<file path="src/rtl/unidad_de_control_multiciclo_pkg.sv">
// Shared definitions for the multi-cycle control unit.
//   - opcode constants (low 3 bits of the opcode field)
//   - FSM state encoding (also exported on o_Estado)
//   - memory read/write and register-input selector encodings
//   - ALU operation codes
//   - control word produced by the instruction decoder
package unidad_de_control_pkg;

   localparam logic [2:0] OP_ADD   = 3'b000;
   localparam logic [2:0] OP_SUB   = 3'b001;
   localparam logic [2:0] OP_AND   = 3'b010;
   localparam logic [2:0] OP_OR    = 3'b011;
   localparam logic [2:0] OP_LOAD  = 3'b100;
   localparam logic [2:0] OP_STORE = 3'b101;
   localparam logic [2:0] OP_MOV   = 3'b110;
   localparam logic [2:0] OP_JMP   = 3'b111;

   typedef enum logic [2:0] {
      ST_IDLE   = 3'd0,
      ST_DECODE = 3'd1,
      ST_EXEC   = 3'd2,
      ST_MEM    = 3'd3,
      ST_WB     = 3'd4
   } estado_t;

   localparam logic [1:0] LE_IDLE  = 2'b00;
   localparam logic [1:0] LE_READ  = 2'b01;
   localparam logic [1:0] LE_WRITE = 2'b10;

   localparam logic [1:0] SEL_ALU = 2'b00;
   localparam logic [1:0] SEL_MEM = 2'b01;
   localparam logic [1:0] SEL_RY  = 2'b10;

   localparam logic [2:0] ALU_ADD = 3'b000;
   localparam logic [2:0] ALU_SUB = 3'b001;
   localparam logic [2:0] ALU_AND = 3'b010;
   localparam logic [2:0] ALU_OR  = 3'b011;
   localparam logic [2:0] ALU_NOP = 3'b000;

   typedef struct packed {
      logic [2:0] alu_op;
      logic [1:0] sel;
      logic       uses_mem;
      logic [1:0] rw;
      logic       writes_back;
      logic       is_jump;
      logic       illegal;
   } ctrl_word_t;

endpackage

</file>
<file path="src/rtl/unidad_de_control_multiciclo_decodificador.sv">
// Combinational instruction decoder: latched opcode -> control word.
// Ports:
//   i_Opcode  in   OPCODE_W  latched opcode
//   o_Ctrl    out  ctrl_word_t  ALU op, selector, memory use/direction,
//                               write-back, jump and illegal flags
module decodificador_de_instruccion
   import unidad_de_control_pkg::*;
#(
   parameter int OPCODE_W = 3
) (
   input  logic [OPCODE_W-1:0] i_Opcode,
   output ctrl_word_t          o_Ctrl
);

   // Any set bit above the low three makes the code >= 8, i.e. illegal.
   logic w_upper;

   generate
      if (OPCODE_W > 3) begin : g_upper
         assign w_upper = |i_Opcode[OPCODE_W-1:3];
      end else begin : g_no_upper
         assign w_upper = 1'b0;
      end
   endgenerate

   always_comb begin
      o_Ctrl = '0;
      if (w_upper) begin
         o_Ctrl.illegal = 1'b1;
      end else begin
         case (i_Opcode[2:0])
            OP_ADD: begin
               o_Ctrl.alu_op      = ALU_ADD;
               o_Ctrl.sel         = SEL_ALU;
               o_Ctrl.writes_back = 1'b1;
            end
            OP_SUB: begin
               o_Ctrl.alu_op      = ALU_SUB;
               o_Ctrl.sel         = SEL_ALU;
               o_Ctrl.writes_back = 1'b1;
            end
            OP_AND: begin
               o_Ctrl.alu_op      = ALU_AND;
               o_Ctrl.sel         = SEL_ALU;
               o_Ctrl.writes_back = 1'b1;
            end
            OP_OR: begin
               o_Ctrl.alu_op      = ALU_OR;
               o_Ctrl.sel         = SEL_ALU;
               o_Ctrl.writes_back = 1'b1;
            end
            OP_LOAD: begin
               o_Ctrl.alu_op      = ALU_NOP;
               o_Ctrl.sel         = SEL_MEM;
               o_Ctrl.uses_mem    = 1'b1;
               o_Ctrl.rw          = LE_READ;
               o_Ctrl.writes_back = 1'b1;
            end
            OP_STORE: begin
               o_Ctrl.alu_op   = ALU_NOP;
               o_Ctrl.uses_mem = 1'b1;
               o_Ctrl.rw       = LE_WRITE;
            end
            OP_MOV: begin
               o_Ctrl.alu_op      = ALU_NOP;
               o_Ctrl.sel         = SEL_RY;
               o_Ctrl.writes_back = 1'b1;
            end
            OP_JMP: begin
               o_Ctrl.alu_op  = ALU_NOP;
               o_Ctrl.is_jump = 1'b1;
            end
         endcase
      end
   end

endmodule

</file>
<file path="src/rtl/unidad_de_control_multiciclo.sv">
// Multi-cycle control unit: IDLE -> DECODE -> EXEC -> [MEM] -> WB.
// Ports:
//   i_Timming                          clock (rising edge)
//   i_Rst                              async reset, active low
//   i_Instr_valida / o_Instr_aceptada  fetch handshake (accept only in IDLE)
//   i_Operation_code                   opcode
//   i_Operandos                        {RX/dest, RY/condition}
//   i_Bandera                          ALU flags, looked at in EXEC for JMP
//   i_Mem_lista                        data memory finished the access
//   o_Control_RX / o_Control_RY        read addresses, DECODE..WB
//   o_Seleccion_registro_escritura     write address (RX) in WB
//   o_Selector_de_entrada_a_registros  00 ALU, 01 memory, 10 RY
//   o_Senal_de_control                 ALU op (EXEC and WB)
//   o_Lectura_escritura                00 idle, 01 read, 10 write (MEM)
//   o_Hab                              register write enable (WB)
//   o_Senal_de_salto                   jump taken (EXEC, one cycle)
//   o_Estado                           current state
//   o_Error                            sticky: illegal opcode or memory timeout
module unidad_de_control_multiciclo
   import unidad_de_control_pkg::*;
#(
   parameter int OPCODE_W    = 3,
   parameter int REG_ADDR_W  = 3,
   parameter int FLAG_W      = 3,
   parameter int MEM_TIMEOUT = 15
) (
   input  logic                    i_Timming,
   input  logic                    i_Rst,
   input  logic                    i_Instr_valida,
   input  logic [OPCODE_W-1:0]     i_Operation_code,
   input  logic [2*REG_ADDR_W-1:0] i_Operandos,
   input  logic [FLAG_W-1:0]       i_Bandera,
   input  logic                    i_Mem_lista,
   output logic                    o_Instr_aceptada,
   output logic [REG_ADDR_W-1:0]   o_Control_RX,
   output logic [REG_ADDR_W-1:0]   o_Control_RY,
   output logic [REG_ADDR_W-1:0]   o_Seleccion_registro_escritura,
   output logic [1:0]              o_Selector_de_entrada_a_registros,
   output logic [2:0]              o_Senal_de_control,
   output logic [1:0]              o_Lectura_escritura,
   output logic                    o_Hab,
   output logic                    o_Senal_de_salto,
   output logic [2:0]              o_Estado,
   output logic                    o_Error
);

   localparam int CNT_W = $clog2(MEM_TIMEOUT + 1);

   estado_t                 r_estado, w_siguiente;
   logic [OPCODE_W-1:0]     r_opcode;
   logic [REG_ADDR_W-1:0]   r_rx, r_ry;
   logic [CNT_W-1:0]        r_cnt;
   logic                    r_error;

   ctrl_word_t              w_ctrl;
   logic                    w_acepta;
   logic                    w_timeout;
   logic                    w_salto_cond;
   logic                    w_set_error;

   decodificador_de_instruccion #(
      .OPCODE_W (OPCODE_W)
   ) u_deco (
      .i_Opcode (r_opcode),
      .o_Ctrl   (w_ctrl)
   );

   assign w_acepta  = (r_estado == ST_IDLE) && i_Instr_valida;

   // r_cnt holds the number of MEM cycles already spent without ready, so
   // the MEM_TIMEOUT-th cycle is the one where it equals MEM_TIMEOUT-1.
   assign w_timeout = (r_cnt == CNT_W'(MEM_TIMEOUT - 1));

   // Jump taken on RY==0 (unconditional) or when the flag selected by RY
   // (1-based) is set; RY beyond the flag count never matches.
   always_comb begin
      w_salto_cond = (r_ry == '0);
      for (int k = 0; k < FLAG_W; k++) begin
         if ((int'(r_ry) == k + 1) && i_Bandera[k]) w_salto_cond = 1'b1;
      end
   end

   always_ff @(posedge i_Timming or negedge i_Rst) begin
      if (!i_Rst) begin
         r_estado <= ST_IDLE;
         r_opcode <= '0;
         r_rx     <= '0;
         r_ry     <= '0;
         r_cnt    <= '0;
         r_error  <= 1'b0;
      end else begin
         r_estado <= w_siguiente;
         if (w_acepta) begin
            r_opcode <= i_Operation_code;
            r_rx     <= i_Operandos[2*REG_ADDR_W-1:REG_ADDR_W];
            r_ry     <= i_Operandos[REG_ADDR_W-1:0];
         end
         if ((r_estado == ST_MEM) && !i_Mem_lista && !w_timeout)
            r_cnt <= r_cnt + CNT_W'(1);
         else
            r_cnt <= '0;
         if (w_set_error) r_error <= 1'b1;
      end
   end

   always_comb begin
      w_siguiente                       = r_estado;
      w_set_error                       = 1'b0;
      o_Instr_aceptada                  = 1'b0;
      o_Control_RX                      = '0;
      o_Control_RY                      = '0;
      o_Seleccion_registro_escritura    = '0;
      o_Selector_de_entrada_a_registros = SEL_ALU;
      o_Senal_de_control                = ALU_NOP;
      o_Lectura_escritura               = LE_IDLE;
      o_Hab                             = 1'b0;
      o_Senal_de_salto                  = 1'b0;

      case (r_estado)
         ST_IDLE: begin
            // Gated by reset so nothing is accepted while reset is held.
            o_Instr_aceptada = i_Instr_valida & i_Rst;
            if (i_Instr_valida) w_siguiente = ST_DECODE;
         end
         ST_DECODE: begin
            o_Control_RX = r_rx;
            o_Control_RY = r_ry;
            if (w_ctrl.illegal) begin
               w_set_error = 1'b1;
               w_siguiente = ST_IDLE;
            end else begin
               w_siguiente = ST_EXEC;
            end
         end
         ST_EXEC: begin
            o_Control_RX                      = r_rx;
            o_Control_RY                      = r_ry;
            o_Senal_de_control                = w_ctrl.alu_op;
            o_Selector_de_entrada_a_registros = w_ctrl.sel;
            if (w_ctrl.is_jump) begin
               o_Senal_de_salto = w_salto_cond;
               w_siguiente      = ST_IDLE;
            end else if (w_ctrl.uses_mem) begin
               w_siguiente = ST_MEM;
            end else begin
               w_siguiente = ST_WB;
            end
         end
         ST_MEM: begin
            o_Control_RX                      = r_rx;
            o_Control_RY                      = r_ry;
            o_Selector_de_entrada_a_registros = w_ctrl.sel;
            o_Lectura_escritura               = w_ctrl.rw;
            // Ready wins over timeout when both land on the same cycle.
            if (i_Mem_lista) begin
               w_siguiente = w_ctrl.writes_back ? ST_WB : ST_IDLE;
            end else if (w_timeout) begin
               w_set_error = 1'b1;
               w_siguiente = ST_IDLE;
            end
         end
         ST_WB: begin
            o_Control_RX                      = r_rx;
            o_Control_RY                      = r_ry;
            o_Selector_de_entrada_a_registros = w_ctrl.sel;
            o_Senal_de_control                = w_ctrl.alu_op;
            o_Seleccion_registro_escritura    = r_rx;
            o_Hab                             = 1'b1;
            w_siguiente                       = ST_IDLE;
         end
         default: w_siguiente = ST_IDLE;
      endcase
   end

   assign o_Estado = r_estado;
   assign o_Error  = r_error;

endmodule

</file>
<file path="config.mk">
export PLATFORM = sky130hd
export DESIGN_NAME = unidad_de_control_multiciclo
export DESIGN_NICKNAME = d
export VERILOG_FILES = /design/src/rtl/unidad_de_control_multiciclo_pkg.sv /design/src/rtl/unidad_de_control_multiciclo_decodificador.sv /design/src/rtl/unidad_de_control_multiciclo.sv
export SDC_FILE = /design/constraint.sdc
export NUM_CORES = 1
export LEC_CHECK = 0
export CAP_MARGIN = 0
export CORE_ASPECT_RATIO = 1.2
export CORE_MARGIN = 2
export CORE_UTILIZATION = 35
export CTS_CLUSTER_DIAMETER = 40
export DETAILED_ROUTE_END_ITERATION = 8
export HOLD_SLACK_MARGIN = 0.15
export PLACE_DENSITY = 0.64
export SYNTH_ARGS = -nofsm -noshare
export SYNTH_HDL_FRONTEND = slang
export SYNTH_SLANG_ARGS = --single-unit
</file>
<file path="constraint.sdc">
create_clock -name i_Timming -period 1.8 [get_ports i_Timming]
set_clock_uncertainty 0.1 [all_clocks]
set_input_delay 0.36 -clock i_Timming [delete_from_list [all_inputs] [get_ports i_Timming]]
set_output_delay 0.36 -clock i_Timming [all_outputs]
set_load 0.03 [all_outputs]
</file>
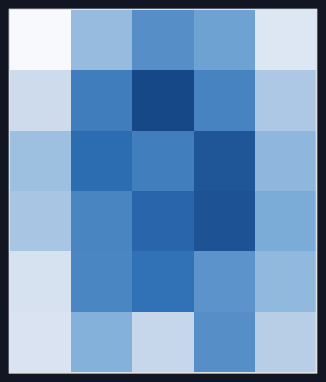
(images/cell_density.png)
Drawn at 6 px/micron. 5 x 6 tiles, from white (low) to dark blue (high), 0 to 100% covered.
tiles over 75% full: 17%
mean over tiles: 51%
fullest tile: 90%

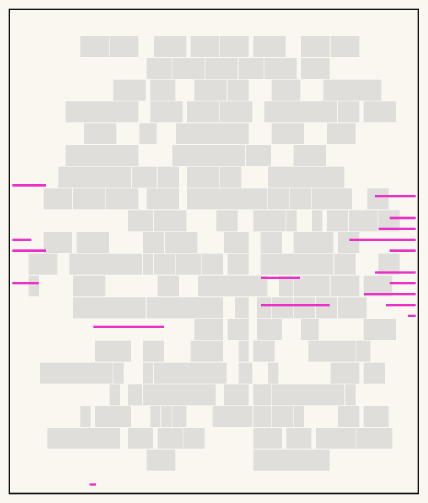
(images/layer_met3.png)
Drawn at 8 px/micron.
share of all routed wire: 3.1%
longest straight run: 8.50 microns
main direction: horizontal
nets with wire on the layer: 17

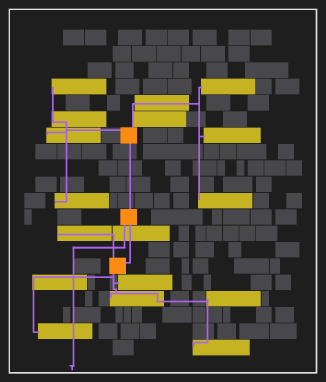
(images/clk_routes.png)
Drawn at 6 px/micron.
[orange] clock drivers | count: 3
[purple] clock wires | length: 206 microns
[yellow] flip-flops | count: 17
routed clock nets: 4
worst skew pair latency: 280 ps
P_clk: 199 uW

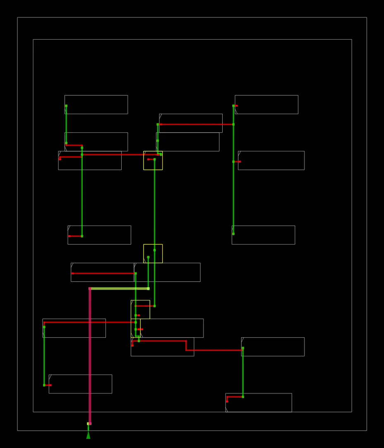
(images/clocks.png)
CTS sink cnt: 17
CTS buffer count: 3
seq_cells: 17

==> deck_impl_summary.md <==
Run Summary

Pwr
  • Sw frac: between 40% and 50%
  • Static Leak: slightly above 0.0007 uW
  • Largest Pwr Group: combinational logic
  • VDD IR max: about 1 mV
  • Seq. pwr: about 640 uW
  • Total combinational power: 2080 uW
  • Internal Power: roughly 1600 uW
  • Psw: approximately 1300 uW
  • Clock power frac: under 10%
  • Pwr Total: approximately 2900 uW
  • Seq pwr share: around 22%
  • Pwr dens: approximately 1800 nW/um^2
  • Comb pwr share: a little under three quarters

Synth
  • Largest logic family: simple AND/OR/NAND/NOR gates
  • Cell count listed in synth_stat.txt: approximately 90
  • Biggest area cells: dfrtp_1 (46%), mux2_2 (9.7%), and2_1 (5.4%)
  • Mapped Cells: approximately 90
  • Ys flops: 17
  • Main synth FF type: dfrtp_1
  • Yosys warning tally: 0
  • Share of the synthesized area in the top cell type: between 40% and 50%
  • Post-synth ARST share: 100%
  • Yosys aoi share: under 10%
  • Count of cell types in the netlist: 31
  • XOR/XNOR Area Share: about 2.8%
  • Post-synth top cells: dfrtp_1 (17), and2_1 (8), mux2_2 (8), nor2_1 (7)
  • Post-synth EDFFs: 0
  • Most numerous cell in the Yosys netlist: dfrtp_1
  • Area fraction in mux cells: about 11%
  • Cell taking the most area after synthesis: dfrtp_1
  • Seq share, synth: roughly 46%
  • Mapped Nets: 108
  • Syn Area/Cell: slightly above 10 sq um
  • Adders+Majority by Area: approximately 2.7%
  • AND/OR/NAND/NOR Cells, Area Fraction: approximately a quarter
  • Post-Syn Area: ~900 sq um
  • Yosys chip area: around 930 sq um

Setup path
  • Cells along the critical path: nand2b_4 -> or4_4 -> a211oi_4 -> buf_6
  • Reg2reg start: o_Estado[1]
  • Slowest cell delay on critical path: roughly 520 ps
  • Setup Crit Path Kind: reg2out
  • Max FO, Critical Path: 2
  • Buffers and inverters on the worst path: 1
  • Top delay family on crit path: simple AND/OR/NAND/NOR gates
  • Worst EP required: about 1300 ps
  • Critical Path Start: o_Estado[2]
  • Reg-to-reg setup timing slack: ~120 ps
  • End point of the critical path: o_Senal_de_salto
  • Slowest CP cell: or4_4
  • Worst Reg-to-Reg Cells: 4
  • Arrival @ worst endpoint: 1680 ps
  • Number of stages on the worst setup path: 4
  • Worst r2r dst: r_rx[2]
  • Critical Path Start Type: flop
  • CP Capture Type: primary output

Global routing
  • Vias in the first global route: about 840
  • Grt met3 use: less than 1%
  • Met2 usage: 30.6%
  • Met1 usage: approximately 21%
  • Gr usage total: between 10% and 20%
  • Total grt overflow: 0
  • Initial antenna violation count: 0
  • Global-route wire length before repair: 3880 microns
  • Pin count of the biggest net entering global routing: 18
  • Busiest layer in global routing: met2

Detailed routing
  • Drt first-iter violations: 10
  • Met3 Wirelength: 75 microns
  • Routed WL: 2450 microns
  • Met1 Wirelength: 983 microns
  • Metal2 WL: about 1400 microns
  • Vias: 857
  • Top Metal Used: met4
  • ANT nets after route: 0
  • Routed vias/inst: 4.90
  • 1st-pass router iterations: 4
  • Post-route DRC: 0
  • Wire length per cell: 14.0 microns

Layout
  • Final core utilization: 63.2%
  • Synth-to-Final Area Change: 72.6%
  • Non-filler cells, final: approximately 180
  • Total Nets Final: 161
  • Finished layout cell area: between 1500 and 2000 sq um
  • Layout cells sized above 1: a little over half
  • Antenna Cells: 0

Die
  • Fp_density: 36.6%
  • Die Ht: just over 60 microns
  • Die width: between 50 and 60 microns
  • DIE AREA: 3070 sq um
  • Num rows: 20
  • Core area: ~2500 sq um
  • Num ports: 39

Outcome
  • Failing checks: setup timing
  • Outcome: finished, violations left

Final timing
  • Fin crit share: 119%
  • RSZ-0062 raised after global routing: true
  • Min Tclk post-route: roughly 2100 ps
  • Setup TNS: -3810 ps
  • Hold Fails Final Rpt: 0
  • Max-slew violation count: 0
  • Worst setup margin: -343 ps
  • Min Hold Slack: approximately 350 ps
  • Max Fclk: about 0.47 GHz
  • Setup violators final: 18

Placement
  • Dpl hpwl: ~1900 microns
  • Inst Count DP: 170
  • Post-DP Area: 1450 sq um
  • Global placer's final weighted congestion: 0.839
  • I/O Buffers: 37
  • Pre-CTS setup slack: -114 ps

Clock tree
  • Worst-path clk slew: ~90 ps
  • Hold Buf Count CTS: 0
  • TritonCTS clock tree: done
  • CTS max path bufs: 2
  • H-Tree Depth: 1
  • Clock root buffer: clkbuf_4

Flow run
  • Max-Cap Viols: 0
  • Count of tool warnings: 30

Min path
  • Hold crit path type: in2async
[registers in the layout, indices dropped and copies added, names as in the netlist]
register / cells
r_cnt: 4
o_Estado: 3
r_opcode: 3
r_rx: 3
r_ry: 3
o_Error: 1
[placed cells by master, fill, tap and decap left out, types with 4 or more instances in the layout]
cell type,count
nor2_1,6
mux2_2,8
buf_4,20
dfrtp_1,14
and2_4,7
clkdlybuf4s50_1,15
buf_6,13
inv_1,4
[final cells by class]
type,instances,area (sq um)
fillers,204,930
multi-input cells,65,604
repair buffers,52,482
flip-flops and latches,17,429
well taps,33,41.3
clock buffers,4,26.3
inverters,4,15.0
[what timing repair did]
action,4_1_cts,5_1_grt
buffers inserted,0,1
resized,10,26
endpoints found under the setup margin,21,19
pin swaps,4,3
Power figures rest on the tool's default switching activity, not on a simulated workload.
